===== src/rtl/irq_controller.sv =====
// Fixed-priority interrupt controller: edge/level capture, masking and
// single-outstanding delivery to the CPU with end-of-interrupt handshake.
module irq_controller #(
    parameter int NUM_IRQS = 4
) (
    input  logic                clk,
    input  logic                rst,
    input  logic [NUM_IRQS-1:0] irq_sources,
    input  logic [NUM_IRQS-1:0] irq_mask,
    input  logic [NUM_IRQS-1:0] irq_edge_sel,
    input  logic [NUM_IRQS-1:0] clr_vec,
    input  logic                eoi,
    output logic                irq_out,
    output logic [2:0]          active_id,
    output logic [NUM_IRQS-1:0] pending,
    output logic [NUM_IRQS-1:0] overflow
);

    typedef enum logic {
        IDLE,
        ASSERT
    } state_t;

    state_t              state_q, state_d;
    logic [2:0]          id_q, id_d, win_id;
    logic [NUM_IRQS-1:0] src_d, pend_q, pend_d, ovf_q, ovf_d;
    logic [NUM_IRQS-1:0] edge_ev, eoi_hit, cand;
    logic                keep;

    always_comb begin
        edge_ev = irq_sources & ~src_d;
        eoi_hit = '0;
        pend_d  = pend_q;
        for (int i = 0; i < NUM_IRQS; i++) begin
            if (state_q == ASSERT && eoi && id_q == 3'(i))
                eoi_hit[i] = 1'b1;
        end
        // Set beats clear in edge mode; level mode simply follows the line.
        for (int i = 0; i < NUM_IRQS; i++) begin
            if (irq_edge_sel[i])
                pend_d[i] = edge_ev[i] | (pend_q[i] & ~(clr_vec[i] | eoi_hit[i]));
            else
                pend_d[i] = irq_sources[i];
        end
        ovf_d = (edge_ev & pend_q & irq_edge_sel) | (ovf_q & ~clr_vec);
    end

    always_comb begin
        state_d = state_q;
        id_d    = id_q;
        cand    = pend_q & irq_mask;
        win_id  = 3'd7;
        keep    = 1'b0;
        for (int i = NUM_IRQS - 1; i >= 0; i--) begin
            if (cand[i])
                win_id = 3'(i);
        end
        // Look at next-cycle pending so a clear withdraws one cycle later.
        for (int i = 0; i < NUM_IRQS; i++) begin
            if (id_q == 3'(i))
                keep = pend_d[i] & irq_mask[i];
        end
        unique case (state_q)
            IDLE: begin
                if (|cand) begin
                    state_d = ASSERT;
                    id_d    = win_id;
                end
            end
            ASSERT: begin
                if (eoi || !keep)
                    state_d = IDLE;
            end
            default: state_d = IDLE;
        endcase
        irq_out   = (state_q == ASSERT);
        active_id = (state_q == ASSERT) ? id_q : 3'd7;
    end

    always_ff @(posedge clk or posedge rst) begin
        if (rst) begin
            state_q <= IDLE;
            id_q    <= 3'd7;
            src_d   <= '0;
            pend_q  <= '0;
            ovf_q   <= '0;
        end else begin
            state_q <= state_d;
            id_q    <= id_d;
            src_d   <= irq_sources;
            pend_q  <= pend_d;
            ovf_q   <= ovf_d;
        end
    end

    assign pending  = pend_q;
    assign overflow = ovf_q;

endmodule


===== config.mk =====
export PLATFORM = sky130hd
export DESIGN_NAME = irq_controller
export DESIGN_NICKNAME = d
export VERILOG_FILES = /design/src/rtl/irq_controller.sv
export SDC_FILE = /design/constraint.sdc
export NUM_CORES = 1
export LEC_CHECK = 0
export ABC_AREA = 1
export CAP_MARGIN = 20
export CORE_MARGIN = 1.5
export CORE_UTILIZATION = 31
export CTS_BUF_LIST = sky130_fd_sc_hd__clkbuf_4 sky130_fd_sc_hd__clkbuf_8 sky130_fd_sc_hd__clkbuf_16
export CTS_CLUSTER_DIAMETER = 50
export DETAILED_ROUTE_END_ITERATION = 12
export SYNTH_ARGS = -nofsm -noshare
export SYNTH_HDL_FRONTEND = slang
export SYNTH_SLANG_ARGS = --single-unit

===== constraint.sdc =====
create_clock -name clk -period 1.7 [get_ports clk]
set_input_delay 0.425 -clock clk [delete_from_list [all_inputs] [get_ports clk]]
set_output_delay 0.425 -clock clk [all_outputs]
set_load 0.005 [all_outputs]

### Wire density map

Scale bar: 20 µm. 11 x 11 tiles, from black (low) to pale yellow (high), scaled to the fullest tile. Values are wire area over tile area, all layers added.
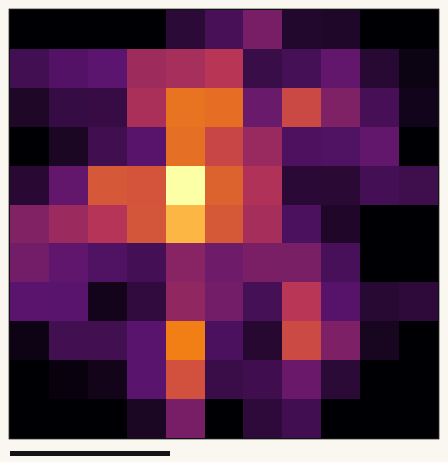
The fullest tile reaches 0.42. The mean over all tiles is 0.099. 19% of the tiles are nearly empty. The densest ninth of the die: center. The emptiest ninth of the die: south-west.

### Placed standard cells

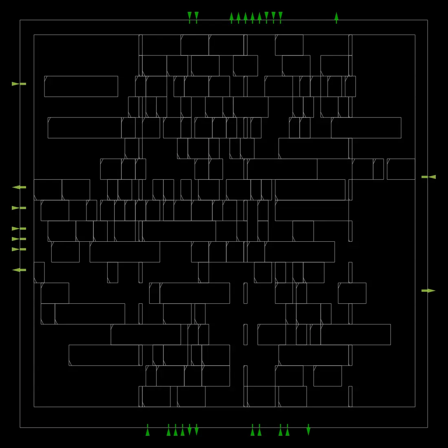
flop count: 16
Fillers: 247
site row count: 18
n_taps: 30
Layout Cells excl Fill: 173

==> results.sh <==
# implementation run metrics
export IMPL_path_max_fanout=3
export IMPL_dp_slack_ns=0.0230
export IMPL_vias_per_cell=4.39
export IMPL_comb_power_uw=512
export IMPL_leakagePower_nw=0.601
export IMPL_sh_comb_area=0.261
export IMPL_first_pass_iters=4
export IMPL_synth_nets=121
export IMPL_setup_slack_ns=0.0719
export IMPL_nClkBuffers=4
export IMPL_avgRoutedWirePerCell_um=10.6
export IMPL_mux_area_frac=0
export IMPL_start_kind="flip-flop"
export IMPL_grt_overflow_total=0
export IMPL_synthArstFlopShare=1.00
export IMPL_critical_path_required_ns=1.27
export IMPL_cts_hold_buf=0
export IMPL_status="complete, no violations"
export IMPL_synth_cell_types=18
export IMPL_ys_sh_xor=0
export IMPL_ys_chip_area_um2=795
export IMPL_pg_clk_uw=216
export IMPL_wl_met1_um=820
export IMPL_fin_skew_ns=0.00529
export IMPL_seq_area_frac=0.333
export IMPL_grt_max_degree=17
export IMPL_topCellsByArea="dfrtp_1, nand2_1, dfstp_2"
export IMPL_cts_sinks=16
export IMPL_clk_latency_ns=0.28
export IMPL_p_per_area_nw_per_um2=1020
export IMPL_synth_area_um2=795
export IMPL_yosysCellCount=102
export IMPL_area_share_clock_buf_inv=0.0247
export IMPL_placed_cell_area_um2=1150
export IMPL_fin_nets=163
export IMPL_p_clk_frac=0.175
export IMPL_wl_met2_um=919
export IMPL_cts_clk_slew_worst_paths_ns=0.09
export IMPL_nNonClkBuffers=37
export IMPL_warning_count=26
export IMPL_top_cell_area_share=0.409
export IMPL_wl_met3_um=73
export IMPL_logic_family="simple AND/OR/NAND/NOR gates"
export IMPL_core_um2=2450
### Placed cells, one color a class

Fill, decap, tap and diode cells in gray.
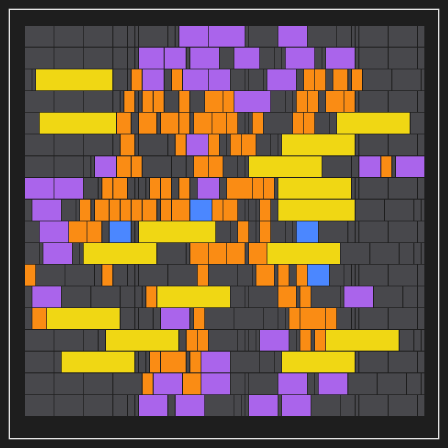
Key: remaining logic cells = orange [cells 86, share of their area 33%]; remaining buffers and delay cells = purple [cells 37, share of their area 30%]; clock drivers and dummy loads = blue [cells 4, share of their area 2.5%]; sequential cells = yellow [cells 16, share of their area 34%]

### Sequential cells grouped by signal name

Other sequential cells in the stronger gray, the rest of the logic in the fainter gray.
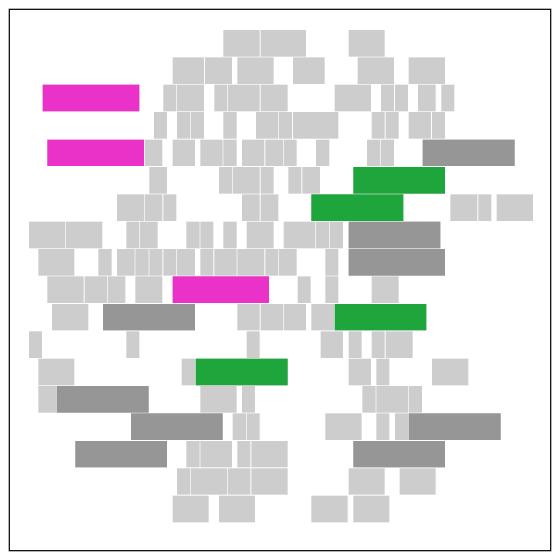
Key: `pending` = green [sequential cells 4]; `id_q` = magenta [sequential cells 3]
Another 9 sequential cells are not colored.

